<file path="src/rtl/mem_arbiter_if.sv">
// Client and memory-side signals of the shared 16-bit memory arbiter.
// The arbiter uses the slave modport; the pipeline/memory environment uses master.
interface mem_arbiter_if;
    logic        flush;
    logic        if_req;
    logic [31:0] if_addr;
    logic [31:0] if_data;
    logic        if_valid;
    logic        me_req;
    logic        me_wr;
    logic        me_wide;
    logic [31:0] me_addr;
    logic [31:0] me_wdata;
    logic [31:0] me_rdata;
    logic        me_done;
    logic        me_err;
    logic        mem_en;
    logic        mem_wr;
    logic [31:0] mem_addr;
    logic [15:0] mem_di;
    logic [15:0] mem_do;
    logic        busy;

    modport slave (
        input  flush, if_req, if_addr, me_req, me_wr, me_wide, me_addr, me_wdata, mem_do,
        output if_data, if_valid, me_rdata, me_done, me_err,
               mem_en, mem_wr, mem_addr, mem_di, busy
    );

    modport master (
        output flush, if_req, if_addr, me_req, me_wr, me_wide, me_addr, me_wdata, mem_do,
        input  if_data, if_valid, me_rdata, me_done, me_err,
               mem_en, mem_wr, mem_addr, mem_di, busy
    );
endinterface

</file>
<file path="src/rtl/mem_arbiter.sv">
// Arbiter sharing one single-port 16-bit synchronous-read memory between
// instruction fetch and the data stage. Fetches are always two beats; data
// accesses are one (narrow) or two (wide) beats. Completion pulses are raised
// in the FIN cycle, when the last half arrives on mem_do, and FIN re-arbitrates
// so a new transaction can start with no idle bubble. Requesters are expected
// to drop or replace their request in the cycle they see their pulse.
module mem_arbiter #(
    parameter int          STARVE_LIMIT = 4,
    parameter logic [31:0] ADDR_MAX     = 32'hFFFF0000
) (
    input  logic         clk,
    input  logic         rst,
    mem_arbiter_if.slave bus
);

    localparam logic [1:0] ST_IDLE  = 2'd0;
    localparam logic [1:0] ST_BEAT0 = 2'd1;
    localparam logic [1:0] ST_BEAT1 = 2'd2;
    localparam logic [1:0] ST_FIN   = 2'd3;

    localparam logic [1:0] OWN_NONE = 2'd0;
    localparam logic [1:0] OWN_IF   = 2'd1;
    localparam logic [1:0] OWN_ME   = 2'd2;

    localparam int            SW    = $clog2(STARVE_LIMIT + 1);
    localparam logic [SW-1:0] LIMIT = SW'(STARVE_LIMIT);

    // Control state (reset)
    logic [1:0]    state_q;
    logic [1:0]    owner_q;
    logic          wide_q;
    logic          err_q;
    logic [SW-1:0] streak_q;
    logic [SW-1:0] streak_nxt;

    // Transaction payload (no reset; every use is gated by control state)
    logic [31:0]   addr_q;
    logic [31:0]   wdata_q;
    logic          wr_q;
    logic [15:0]   hold_q;

    logic abort;
    logic arb_cycle;
    logic pick_if;
    logic pick_me;
    logic me_bad;
    logic grant_me;
    logic err_set;
    logic fin_if;
    logic fin_me;

    // A flush kills an in-flight fetch; the freed slot is re-arbitrated with
    // fetch excluded so the redirected address is not confused with the old one.
    assign abort     = bus.flush && (owner_q == OWN_IF) && (state_q != ST_IDLE);
    assign arb_cycle = (state_q == ST_IDLE) || (state_q == ST_FIN) || abort;
    assign me_bad    = bus.me_addr > ADDR_MAX;

    // Data has priority unless fetch has waited through LIMIT data grants.
    // While me_err is showing, the failed request is still up, so ignore it.
    assign pick_if  = arb_cycle && !abort && bus.if_req &&
                      (!bus.me_req || err_q || (streak_q == LIMIT));
    assign pick_me  = arb_cycle && bus.me_req && !err_q && !pick_if;
    assign grant_me = pick_me && !me_bad;
    assign err_set  = pick_me && me_bad;

    // Streak of data grants seen while fetch may be waiting; idle time with no fetch clears it.
    always_comb begin
        streak_nxt = streak_q;
        if (pick_if || ((state_q == ST_IDLE) && !bus.if_req)) begin
            streak_nxt = '0;
        end else if (grant_me && (streak_q != LIMIT)) begin
            streak_nxt = streak_q + SW'(1);
        end
    end

    // Beat sequencer, ownership and error pulse.
    always_ff @(posedge clk or negedge rst) begin
        if (!rst) begin
            state_q  <= ST_IDLE;
            owner_q  <= OWN_NONE;
            wide_q   <= 1'b0;
            err_q    <= 1'b0;
            streak_q <= '0;
        end else begin
            err_q    <= err_set;
            streak_q <= streak_nxt;
            if (arb_cycle) begin
                if (grant_me) begin
                    state_q <= ST_BEAT0;
                    owner_q <= OWN_ME;
                    wide_q  <= bus.me_wide;
                end else if (pick_if) begin
                    state_q <= ST_BEAT0;
                    owner_q <= OWN_IF;
                    wide_q  <= 1'b1;
                end else begin
                    state_q <= ST_IDLE;
                    owner_q <= OWN_NONE;
                    wide_q  <= 1'b0;
                end
            end else begin
                case (state_q)
                    ST_BEAT0: state_q <= wide_q ? ST_BEAT1 : ST_FIN;
                    ST_BEAT1: state_q <= ST_FIN;
                    default:  state_q <= ST_IDLE;
                endcase
            end
        end
    end

    // Latch the granted request so a dropped request still completes, and
    // capture the first returned half while the second beat is issued.
    always_ff @(posedge clk) begin
        if (grant_me || pick_if) begin
            addr_q  <= grant_me ? bus.me_addr : bus.if_addr;
            wdata_q <= grant_me ? bus.me_wdata : 32'd0;
            wr_q    <= grant_me && bus.me_wr;
        end
        if (state_q == ST_BEAT1) begin
            hold_q <= bus.mem_do;
        end
    end

    // Memory port: high half first at A, low half at A+1.
    always_comb begin
        bus.mem_addr = 32'd0;
        bus.mem_di   = 16'd0;
        case (state_q)
            ST_BEAT0: begin
                bus.mem_addr = addr_q;
                bus.mem_di   = wide_q ? wdata_q[31:16] : wdata_q[15:0];
            end
            ST_BEAT1: begin
                bus.mem_addr = addr_q + 32'd1;
                bus.mem_di   = wdata_q[15:0];
            end
            default: ;
        endcase
    end

    assign bus.mem_en = (state_q == ST_BEAT0) || (state_q == ST_BEAT1);
    assign bus.mem_wr = bus.mem_en && (owner_q == OWN_ME) && wr_q;
    assign bus.busy   = state_q != ST_IDLE;

    assign fin_if = (state_q == ST_FIN) && (owner_q == OWN_IF) && !bus.flush;
    assign fin_me = (state_q == ST_FIN) && (owner_q == OWN_ME);

    // Completion: assemble the word from the held high half and the live low half.
    always_comb begin
        bus.if_data  = 32'd0;
        bus.me_rdata = 32'd0;
        if (fin_if) begin
            bus.if_data = {hold_q, bus.mem_do};
        end
        if (fin_me && !wr_q) begin
            bus.me_rdata = wide_q ? {hold_q, bus.mem_do} : {16'd0, bus.mem_do};
        end
    end

    assign bus.if_valid = fin_if;
    assign bus.me_done  = fin_me;
    assign bus.me_err   = err_q;

endmodule

</file>
<file path="src/flat_wrapper.sv">
// flat-port wrapper written by rule: the top's interface ports become plain ports
module mem_arbiter_flat 
#(
    parameter int          STARVE_LIMIT = 4,
    parameter logic [31:0] ADDR_MAX     = 32'hFFFF0000
)
  (clk, rst, bus_flush, bus_if_req, bus_if_addr, bus_me_req, bus_me_wr, bus_me_wide, bus_me_addr, bus_me_wdata, bus_mem_do, bus_if_data, bus_if_valid, bus_me_rdata, bus_me_done, bus_me_err, bus_mem_en, bus_mem_wr, bus_mem_addr, bus_mem_di, bus_busy);
  mem_arbiter_if bus_i ();
  input  logic clk;
  input  logic rst;
  input wire logic [$bits(bus_i.flush)-1:0] bus_flush;
  input wire logic [$bits(bus_i.if_req)-1:0] bus_if_req;
  input wire logic [$bits(bus_i.if_addr)-1:0] bus_if_addr;
  input wire logic [$bits(bus_i.me_req)-1:0] bus_me_req;
  input wire logic [$bits(bus_i.me_wr)-1:0] bus_me_wr;
  input wire logic [$bits(bus_i.me_wide)-1:0] bus_me_wide;
  input wire logic [$bits(bus_i.me_addr)-1:0] bus_me_addr;
  input wire logic [$bits(bus_i.me_wdata)-1:0] bus_me_wdata;
  input wire logic [$bits(bus_i.mem_do)-1:0] bus_mem_do;
  output wire logic [$bits(bus_i.if_data)-1:0] bus_if_data;
  output wire logic [$bits(bus_i.if_valid)-1:0] bus_if_valid;
  output wire logic [$bits(bus_i.me_rdata)-1:0] bus_me_rdata;
  output wire logic [$bits(bus_i.me_done)-1:0] bus_me_done;
  output wire logic [$bits(bus_i.me_err)-1:0] bus_me_err;
  output wire logic [$bits(bus_i.mem_en)-1:0] bus_mem_en;
  output wire logic [$bits(bus_i.mem_wr)-1:0] bus_mem_wr;
  output wire logic [$bits(bus_i.mem_addr)-1:0] bus_mem_addr;
  output wire logic [$bits(bus_i.mem_di)-1:0] bus_mem_di;
  output wire logic [$bits(bus_i.busy)-1:0] bus_busy;
  assign bus_i.flush = bus_flush;
  assign bus_i.if_req = bus_if_req;
  assign bus_i.if_addr = bus_if_addr;
  assign bus_i.me_req = bus_me_req;
  assign bus_i.me_wr = bus_me_wr;
  assign bus_i.me_wide = bus_me_wide;
  assign bus_i.me_addr = bus_me_addr;
  assign bus_i.me_wdata = bus_me_wdata;
  assign bus_i.mem_do = bus_mem_do;
  assign bus_if_data = bus_i.if_data;
  assign bus_if_valid = bus_i.if_valid;
  assign bus_me_rdata = bus_i.me_rdata;
  assign bus_me_done = bus_i.me_done;
  assign bus_me_err = bus_i.me_err;
  assign bus_mem_en = bus_i.mem_en;
  assign bus_mem_wr = bus_i.mem_wr;
  assign bus_mem_addr = bus_i.mem_addr;
  assign bus_mem_di = bus_i.mem_di;
  assign bus_busy = bus_i.busy;
  mem_arbiter #(.STARVE_LIMIT(STARVE_LIMIT), .ADDR_MAX(ADDR_MAX)) u_core (.clk(clk), .rst(rst), .bus(bus_i));
endmodule
</file>
<file path="config.mk">
export PLATFORM = sky130hd
export DESIGN_NAME = mem_arbiter_flat
export DESIGN_NICKNAME = d
export VERILOG_FILES = /design/src/rtl/mem_arbiter_if.sv /design/src/rtl/mem_arbiter.sv /design/src/flat_wrapper.sv
export SDC_FILE = /design/constraint.sdc
export NUM_CORES = 1
export LEC_CHECK = 0
export ABC_CLOCK_PERIOD_IN_PS = 8400
export CAP_MARGIN = 20
export CORE_MARGIN = 2
export CORE_UTILIZATION = 35
export DETAILED_ROUTE_END_ITERATION = 10
export GPL_TIMING_DRIVEN = 1
export PLACE_DENSITY = 0.69
export SLEW_MARGIN = 20
export SYNTH_ARGS = -nofsm -noshare
export SYNTH_HDL_FRONTEND = slang
export SYNTH_SLANG_ARGS = --single-unit
</file>
<file path="constraint.sdc">
create_clock -name clk -period 8.4 [get_ports clk]
set_input_delay 1.68 -clock clk [delete_from_list [all_inputs] [get_ports clk]]
set_output_delay 1.68 -clock clk [all_outputs]
set_load 0.05 [all_outputs]
</file>
**Run 1: signal wires by layer**

The bar under the picture is 50 um long. Two of the layers only.
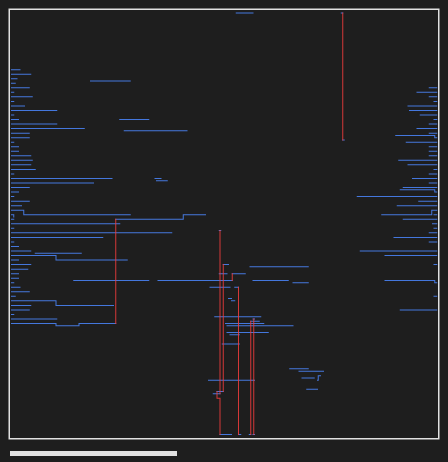
blue -> M3  # wire length 1,080 um
red -> M4  # wire length 285 um
DR WL/cell: 17.7 um
Total Routing Usage GR: 0.192
DR vias: 4,803
Routed Wire Length: 16,300 um

**Run 1: congestion heat map**

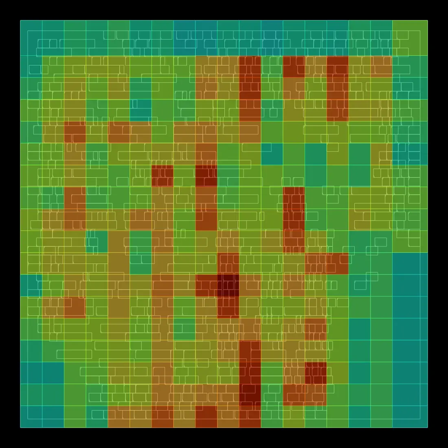
met2 usage: 0.327
met3 Usage GRT: 0.0624
Finished Core Util: 0.545

**Run 1: sequential cells coloured by netlist name**

The bar under the picture is 50 um long. Other sequential cells in the stronger grey, the rest of the logic in the fainter grey.
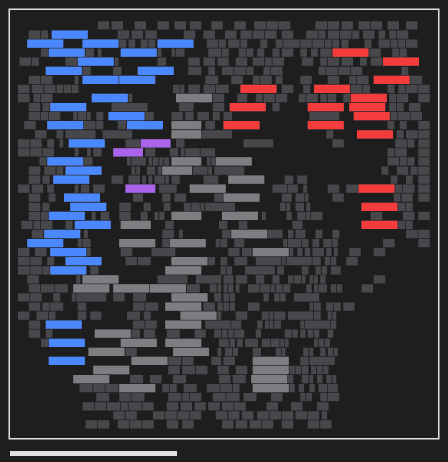
purple -> u_core.streak_q  # flops 3
blue -> u_core.wdata_q  # flops 32
red -> u_core.hold_q  # flops 16, where top right
not coloured = 39
Seq/total area: 0.322
register area: 0.00266 mm2

**Run 1: placed cells, one colour a class**

The bar under the picture is 50 um long.
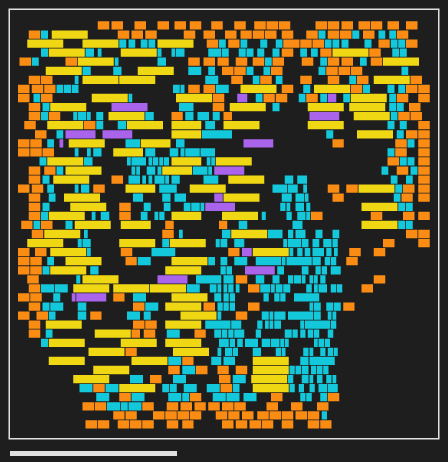
purple -> clock drivers and dummy loads  # cells 16
yellow -> sequential cells  # cells 90
orange -> remaining buffers and delay cells  # cells 241
cyan -> remaining logic cells  # cells 385

==> run notes, run 1 <==
run results: core area around 0.015 mm2, Setup Crit Path Kind in2out, Top Ports 237, clock skew 0.00697 ns, Cell Rows 45, Lkg Pwr 3.03 nW, Buf/Inv on CP 3, Synthesis Warnings 0, Finish-stage setup viols 0, quantity of gates resized following cts 0, number of global-route vias before repair approximately 4,700, share of cells above drive strength 1 0.0929, Tool Warnings 30, Required @ worst endpoint between 6 and 7 ns, cts hold-fix bufs 0, #FFs+latches synth 90, final antenna-violating net count 0, Crit Path Max Fanout 25, Die Width 128 um, Sw Pwr roughly 0.0016 W, ys cells about 510, first-pass GRT wire length 24,600 um, largest net degree at the start of global routing around 70, fin crit share 0.665, list of most frequent post-synthesis cells 85 x and2_1, 81 x edfxtp_1, 32 x mux2_2, 32 x nor2_1, 26 x o21ai_0, CP delay by family, top buffers and inverters, initial antenna violation count 1, status complete, no violations, Top cells by area edfxtp_1 45%, and2_1 9.8%, mux2_2 6.7%, WHS Endpoint u_core.owner_q[0], P per Cell Area around 400 mW/mm2, Post-Syn Nets 631, unrepaired setup endpoints after global routing no, DRT Pass-1 Iters 4, asr flop ratio synth 0.100, Post-synth EDFFs between 80 and 90, fmax between 0.15 and 0.2 GHz, Sum Neg Setup Slack 0 ns, area reported by Yosys stat approximately 0.0054 mm2, Sequential Power Share 0.309, Cells after Synth between 500 and 600, internal power roughly 0.0016 W, Syn Area/Cell between 10 and 15 um2, GP Congestion approximately 0.9, Setup Fix Bufs, Post-CTS 0, critical path arrival between 3 and 4 ns, Final Max Tran Viols 0
## run 1: area by class of cell
cell class | count | area [um2]
diodes | 1 | 2.50
clock buffers | 11 | 233
clock inverters | 5 | 62.6
fillers | 1332 | 6890
inverters | 15 | 56.3
multi-input cells | 370 | 2600
flip-flops and latches | 90 | 2660
well taps | 188 | 235
repair buffers | 241 | 2410
## run 1: worst max-delay path by stage
stage,start,endpoint,slack [ns]
2_1_floorplan,u_core.state_q[0],bus_mem_addr[13],3.26
3_3_place_gp,bus_flush,bus_if_data[22],2.62
3_5_place_dp,bus_flush,bus_if_data[6],2.46
4_1_cts,bus_flush,bus_if_data[26],2.46
5_1_grt,bus_flush,bus_if_data[6],2.66
6_report,bus_flush,bus_if_data[26],2.81
## run 1: logic make-up (layout without fill, tap and decap cells)
logic type / Yosys count / after routing / share of synthesized area
AND-OR/OR-AND: 88 / 88 / 0.108
XOR/XNOR: 8 / 8 / 0.0129
adder cells (fa/ha/maj): 7 / 7 / 0.0162
buffers and inverters: 45 / 272 / 0.0337
flip-flops: 90 / 90 / 0.491
multiplexers: 35 / 35 / 0.0723
other: 0 / 1 / 0
AND/OR/NAND/NOR: 232 / 232 / 0.266
## run 1: flip-flops by register name (all words and copies together) (netlist names)
name,flops
u_core.wide_q,1
u_core.state_q,2
u_core.wdata_q,32
u_core.bus.me_err,1
u_core.owner_q,2
u_core.hold_q,16
u_core.streak_q,3
u_core.wr_q,1
u_core.addr_q,32
## run 1: metrics by stage
stage | hold slack [ns] | instance area (um2) | power, W | setup WS (ns) | instances
CTS | 0.545 | 8240 | 0.00323 | 2.46 | 919
finish | 0.544 | 8250 | 0.00321 | 2.81 | 921
global route | 0.579 | 8250 | 0.00338 | 2.66 | 921
detailed placement | 0.530 | 7940 | 0.00282 | 2.46 | 903
floorplan | 0.486 | 5420 | 0.00220 | 3.26 | 505
global placement | 0.529 | 7940 | 0.00278 | 2.62 | 903
## run 1: power by group through the flow
stage	logic [W]	registers [W]	clock network (W)
floorplan	0.00127	0.000924	0
global placement	0.00180	0.000981	0
detailed placement	0.00182	0.000996	0
CTS	0.00183	0.000986	0.000413
global route	0.00193	0.00102	0.000436
finish	0.00181	0.000991	0.000404
## run 1: layer usage
metal	global-route usage	up-vias	wire length (um)
met3	0.0624	18	1080
li1	-	2316	-
met1	0.238	2299	6720
met4	0.0485	0	285
met2	0.327	170	8170
met5	0	-	0
## run 1: placed cells by master (no fill, tap or decap), types with 5 or more instances in the layout
cell,instances
a21o_1,5
a21oi_1,10
a22oi_1,22
a31oi_1,5
and2_1,85
and3_1,21
clkbuf_16,9
clkdlybuf4s50_1,236
dfrtp_1,9
edfxtp_1,81
ha_1,7
inv_1,15
mux2_2,32
nand2_1,22
nand3_1,22
nand4_1,12
nor2_1,32
nor4_1,8
o21ai_0,26
xor2_1,5
==> run 2: changes to the inputs <==
--- a/config.mk
+++ b/config.mk
@@ -5,7 +5,7 @@
 export SDC_FILE = /design/constraint.sdc
 export NUM_CORES = 1
 export LEC_CHECK = 0
-export ABC_CLOCK_PERIOD_IN_PS = 8400
+export ABC_CLOCK_PERIOD_IN_PS = 5500
 export CAP_MARGIN = 20
 export CORE_MARGIN = 2
 export CORE_UTILIZATION = 35
==> constraint.sdc (replaced) <==
create_clock -name clk -period 5.5 [get_ports clk]
set_input_delay 1.1 -clock clk [delete_from_list [all_inputs] [get_ports clk]]
set_output_delay 1.1 -clock clk [all_outputs]
set_load 0.05 [all_outputs]
**Run 2: sequential cells coloured by netlist name**

The bar under the picture is 50 um long. Other sequential cells in the stronger grey, the rest of the logic in the fainter grey.
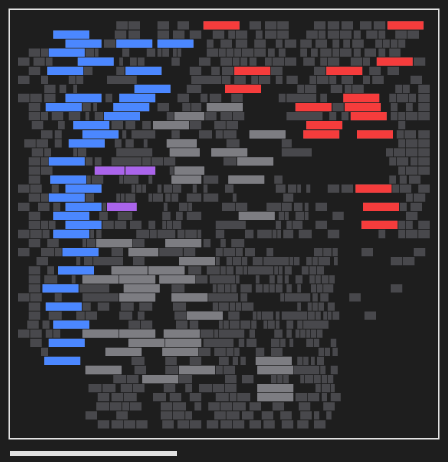
red -> u_core.hold_q  # flops 16
blue -> u_core.wdata_q  # flops 32, where a vertical strip on the left
purple -> u_core.streak_q  # flops 3
Seq/total area: 0.320
Finished Core Util: 0.549
sequential power: 0.00152 W

==> run notes, run 2 <==
run results: Setup Crit Path Kind reg2out, Buf/Inv on CP 2 (-1), Top cells by area edfxtp_1 45%, and2_1 9.8%, mux2_2 6.7%, Lkg Pwr 3.06 nW (+1.1%), final antenna-violating net count 0 (unchanged), Top Ports 237 (unchanged), CP startpoint kind flop, Top cell excl fill/tap clkdlybuf4s50_1, clock skew 0.00912 ns (+0.00215 ns), ys cells 505 (unchanged), Placed Instances 904 (+0.11%), fin area 0.00831 mm2 (+0.74%), M1 GR Usage 0.252 (+0.0149), Post-Syn Nets 631 (unchanged), Cells after Synth 505 (unchanged), critical path arrival 3.48 ns (-0.43 ns), core area 0.0151 mm2 (unchanged), share of cells above drive strength 1 0.0956 (+0.00273), largest registers u_core.addr_q: 32 flops, u_core.wdata_q: 32 flops, u_core.hold_q: 16 flops, CP delay by family, top buffers and inverters, Setup Fix Bufs, Post-CTS 0 (unchanged), area reported by Yosys stat 0.00542 mm2 (unchanged), Crit Path Max Fanout 22 (-12%), Routed Wire Length 17,000 um (+4.8%), #FFs+latches synth 90 (unchanged), status complete, no violations, GRT busiest layer met2, met2 usage 0.353 (+0.0266), Vias/cell 5.29, most frequent cells in the layout 236 x clkdlybuf4s50_1, 85 x and2_1, 81 x edfxtp_1, first-pass GRT wire length 26,300 um (+6.7%), GP Congestion 0.896 (-0.80%), DR vias 4,876 (+1.5%), Cell Rows 45 (unchanged), Sum Neg Setup Slack 0 ns (unchanged), fin crit share 0.834, total power 0.00504 W (+57%), Required @ worst endpoint 4.40 ns (-2.32 ns), list of most frequent post-synthesis cells 85 x and2_1, 81 x edfxtp_1, 32 x mux2_2, 32 x nor2_1, 26 x o21ai_0, DR WL/cell 18.5 um (+4.7%), unrepaired setup endpoints after global routing no, Die Width 128 um (unchanged), cts hold-fix bufs 0 (unchanged), P per Cell Area 606 mW/mm2 (+56%), initial antenna violation count 2 (+1), Syn Area/Cell 10.7 um2 (unchanged), Hold Crit Class reg2reg, Synthesis Warnings 0 (unchanged), Tool Warnings 30 (unchanged), non-filler instance count after layout 922 (+0.11%), number of global-route vias before repair 4,897 (+5.3%), fmax 0.218 GHz, met3 Usage GRT 0.0499 (-0.0125), DRT Pass-1 Iters 5 (+1), Finish-stage setup viols 0 (unchanged), worst hold slack 0.553 ns (+0.00888 ns), Final Max Tran Viols 0 (unchanged), largest net degree at the start of global routing 70 (unchanged)
-- run 2: cell count changes in the layout (fill, tap and decap cells not counted) --
cell	change
buf_12	+1
inv_6	-1
bufinv_16	+2
clkinv_2	+1
diode_2	+1
clkbuf_8	-1
clkbuf_1	-2
clkinvlp_4	-1
inv_8	+1
-- run 2: final cells by class --
class                      instances  area [um2]
sequential                        90        2660
inverter                          15        56.3
fill                            1331        6830
antenna                            2        5.00
tap                              188         235
clock inverter                     7         123
clock buffer                       9         225
multi-input combinational        370        2600
timing repair buffer             241        2410
-- run 2: metrics by stage --
stage	util	setup slack (ns)
6_report	0.549	0.916
3_3_place_gp	0.526	1.33
5_1_grt	0.549	0.751
4_1_cts	0.549	0.938
3_5_place_dp	0.526	1.27
2_1_floorplan	-	0.939
-- run 2: logic make-up after synthesis --
logic type / Yosys count / share of synthesized area
xor+xnor: 8 / 0.0129
buf+inv: 45 / 0.0337
fa+ha+maj: 7 / 0.0162
mux: 35 / 0.0723
simple gates: 232 / 0.266
compound gates: 88 / 0.108
flops: 90 / 0.491
-- run 2: worst paths after layout --
kind                                    from                 to  slack (ns)  cells after the start
max in group asynchronous                rst  u_core.bus.me_err        4.14                      1
min in group asynchronous                rst  u_core.owner_q[1]        1.06                      1
min                        u_core.owner_q[0]  u_core.owner_q[0]        0.55                      1
max                        u_core.state_q[0]   bus_mem_addr[13]        0.92                      6
min reg2reg                u_core.owner_q[0]  u_core.owner_q[0]        0.55                      1
max reg2reg                u_core.state_q[0]  u_core.addr_q[27]        2.08                      7
-- run 2: layer usage --
layer	vias to the layer above	share of wire	wire (um)
met1	2343	0.40	6740
met3	24	0.071	1220
li1	2318	-	-
met2	191	0.51	8710
met4	0	0.022	372
met5	-	0	0
-- run 2: worst reg2reg max path, stage by stage (launching register included) --
cell and delay (ns):
dfrtp_1 0.38, inv_1 0.07, ha_1 0.47, inv_1 0.67, a21oi_1 0.27, a211oi_4 0.24
buf_4 0.61, mux2_2 0.45
-- run 2: where the power goes --
part	internal (W)	switching [W]
clock	0.000448	0.000274
combinational	0.000942	0.00185
sequential	0.00121	0.000308
total	0.00260	0.00243
==> run 3: changes to the inputs <==
--- a/config.mk
+++ b/config.mk
@@ -5,13 +5,13 @@
 export SDC_FILE = /design/constraint.sdc
 export NUM_CORES = 1
 export LEC_CHECK = 0
-export ABC_CLOCK_PERIOD_IN_PS = 5500
+export ABC_CLOCK_PERIOD_IN_PS = 4000
 export CAP_MARGIN = 20
 export CORE_MARGIN = 2
 export CORE_UTILIZATION = 35
 export DETAILED_ROUTE_END_ITERATION = 10
 export GPL_TIMING_DRIVEN = 1
-export PLACE_DENSITY = 0.69
+export PLACE_DENSITY = 0.71
 export SLEW_MARGIN = 20
 export SYNTH_ARGS = -nofsm -noshare
 export SYNTH_HDL_FRONTEND = slang
==> constraint.sdc (replaced) <==
create_clock -name clk -period 4 [get_ports clk]
set_input_delay 0.8 -clock clk [delete_from_list [all_inputs] [get_ports clk]]
set_output_delay 0.8 -clock clk [all_outputs]
set_load 0.05 [all_outputs]
**Run 3: selected gate families**

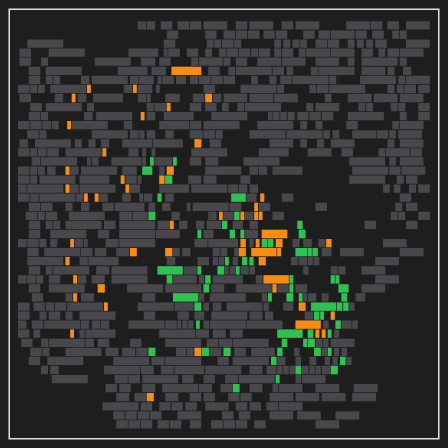
green -> nand cells  # cells 65
orange -> nor cells  # cells 52, most used nor2_1

==> run notes, run 3 <==
run results: fmax 0.263 GHz, Hold Crit Start u_core.streak_q[1], worst hold slack 0.559 ns (+0.00602 ns), Top cell excl fill/tap clkdlybuf4s50_1, Vias/cell 5.33 (+0.70%), Simple-Gate Fraction of Synth Area 0.266 (unchanged), Final Max Tran Viols 0 (unchanged), Mapped Area 0.00542 mm2, Cell Rows 45 (unchanged), list of most frequent post-synthesis cells 85 x and2_1, 81 x edfxtp_1, 32 x mux2_2, 32 x nor2_1, 26 x o21ai_0, initial antenna violation count 0 (-2), Clock Power Share 0.108 (-0.035), XOR Share, Synth 0.0129 (unchanged), DR WL/cell 18.9 um (+2.1%), Hold Crit Class reg2reg, clock skew 0.00716 ns (-0.00196 ns), Adder Area Share 0.0162 (unchanged), Die Width 128 um (unchanged), Setup Fix Bufs, Post-CTS 0 (unchanged), Lkg Pwr 3.36 nW (+9.6%), Top cells by area edfxtp_1 45%, and2_1 9.8%, mux2_2 6.7%, P per Cell Area 807 mW/mm2 (+33%), yosys aoi share 0.108 (unchanged), area reported by Yosys stat 0.00542 mm2 (unchanged), total power 0.00710 W (+41%), core area 0.0151 mm2 (unchanged), Sequential Power Share 0.292 (-0.010), # diodes 0 (-2), unrepaired setup endpoints after global routing no, largest net degree at the start of global routing 39 (-44%), most frequent cells in the layout 161 x clkdlybuf4s50_1, 85 x and2_1, 81 x edfxtp_1, #FFs+latches synth 90 (unchanged), Top FF cell, synth edfxtp_1, critical path arrival 3.00 ns (-0.48 ns), Reg-to-Reg Start u_core.state_q[0], CP startpoint kind flop, asr flop ratio synth 0.100, internal power 0.00370 W (+42%), Syn Area/Cell 10.7 um2 (unchanged), Tool Warnings 30 (unchanged), Finish-stage setup viols 0 (unchanged), Setup Crit Path Kind reg2out, die height between 100 and 150 um, Setup crit start u_core.addr_q[2], Sw Pwr 0.00340 W (+40%), Crit Path Max Fanout 7 (-68%), ys cells 505 (unchanged), Comb power frac 0.600 (+0.045), max_cap viols 0, Routed Wire Length 17,500 um (+2.5%), number of global-route vias before repair 4,831 (-1.3%), first-pass GRT wire length 26,700 um (+1.7%), Cells after Synth 505 (unchanged), TritonCTS Buffers 9, largest registers u_core.addr_q: 32 flops, u_core.wdata_q: 32 flops, u_core.hold_q: 16 flops, Area leader share 0.449, Finished Core Util 0.581 (+0.0319), Required @ worst endpoint 3.20 ns (-1.20 ns), switching share of total power 0.479 (-0.00479), share of cells above drive strength 1 0.201 (+0.105), GP Congestion 0.868 (-3.1%), fin crit share 0.951, DRT Pass-1 Iters 5 (unchanged), Synthesis Warnings 0 (unchanged), mux share of post-synthesis cell area 0.0723 (unchanged), port bufs approximately 240, Post-Syn Nets 631 (unchanged), final antenna-violating net count 0 (unchanged), Dominant comb cell simple AND/OR/NAND/NOR gates, Sum Neg Setup Slack 0 ns (unchanged), Top Ports 237 (unchanged), status complete, no violations, DR vias 4,926 (+1.0%), cts hold-fix bufs 0 (unchanged)
==> run 3: cell count changes in the layout (fill, tap and decap cells not counted) <==
cell | before | now
buf_12 | 1 | 58
buf_4 | 4 | 27
bufinv_16 | 3 | 0
clkbuf_1 | 0 | 2
clkdlybuf4s50_1 | 236 | 161
clkinv_1 | 0 | 1
clkinv_4 | 0 | 1
clkinvlp_4 | 1 | 2
diode_2 | 2 | 0
inv_6 | 1 | 0
inv_8 | 1 | 0
o41ai_1 | 1 | 0
o41ai_2 | 0 | 1
==> run 3: kinds of logic (layout without fill, tap and decap cells) <==
group	after synthesis	in the layout
xor+xnor	8	8
mux	35	35
compound gates	88	88
fa+ha+maj	7	7
buf+inv	45	277
simple gates	232	232
flops	90	90
==> run 3: worst max-delay path, cell delays in order, from the launching register on <==
cell             delay (ns)
edfxtp_1               0.50
nand4_2                0.32
nor2_1                 0.57
xor2_1                 0.20
a22oi_1                0.08
nor2_1                 0.11
clkdlybuf4s50_1        0.87
==> run 3: final cells by class <==
cell class                 instances  area, um2
sequential                        90       2660
multi-input combinational        370       2610
timing repair buffer             246       2980
clock buffer                      11        233
inverter                          15       56.3
fill                            1222       6350
clock inverter                     5       32.5
tap                              188        235
==> run 3: metal layers <==
layer  routed length [um]  GRT usage
met1                 6770      0.256
met2                 9130      0.371
met3                 1120     0.0378
met4                  435     0.0814
met5                    0          0
==> run 3: metrics by stage <==
step	setup WS, ns	instances	cell area, um2
after global routing	0.0876	925	8800
final	0.197	925	8800
after CTS	0.242	925	8800
after floorplan	0.193	505	5420
after global placement	0.528	909	8530
after detailed placement	0.516	909	8530
==> run 3: power groups by stage <==
stage | combinational, W | sequential [W] | clock [W]
2_1_floorplan | 0.00268 | 0.00194 | 0
3_3_place_gp | 0.00422 | 0.00207 | 0
3_5_place_dp | 0.00427 | 0.00209 | 0
4_1_cts | 0.00429 | 0.00207 | 0.000782
5_1_grt | 0.00451 | 0.00214 | 0.000810
6_report | 0.00426 | 0.00207 | 0.000765
==> run 3: path summary, 6_finish.rpt <==
kind | endpoint | slack [ns] | cells past startpoint
worst min register to register | u_core.streak_q[1] | 0.56 | 2
worst max register to register | u_core.addr_q[25] | 1.02 | 8
worst max-delay path | bus_mem_addr[6] | 0.20 | 6
max in group asynchronous | u_core.streak_q[0] | 2.92 | 1
min in group asynchronous | u_core.state_q[1] | 0.77 | 1
worst min-delay path | u_core.streak_q[1] | 0.56 | 2
Power figures rest on the tool's default switching activity, not on a simulated workload.
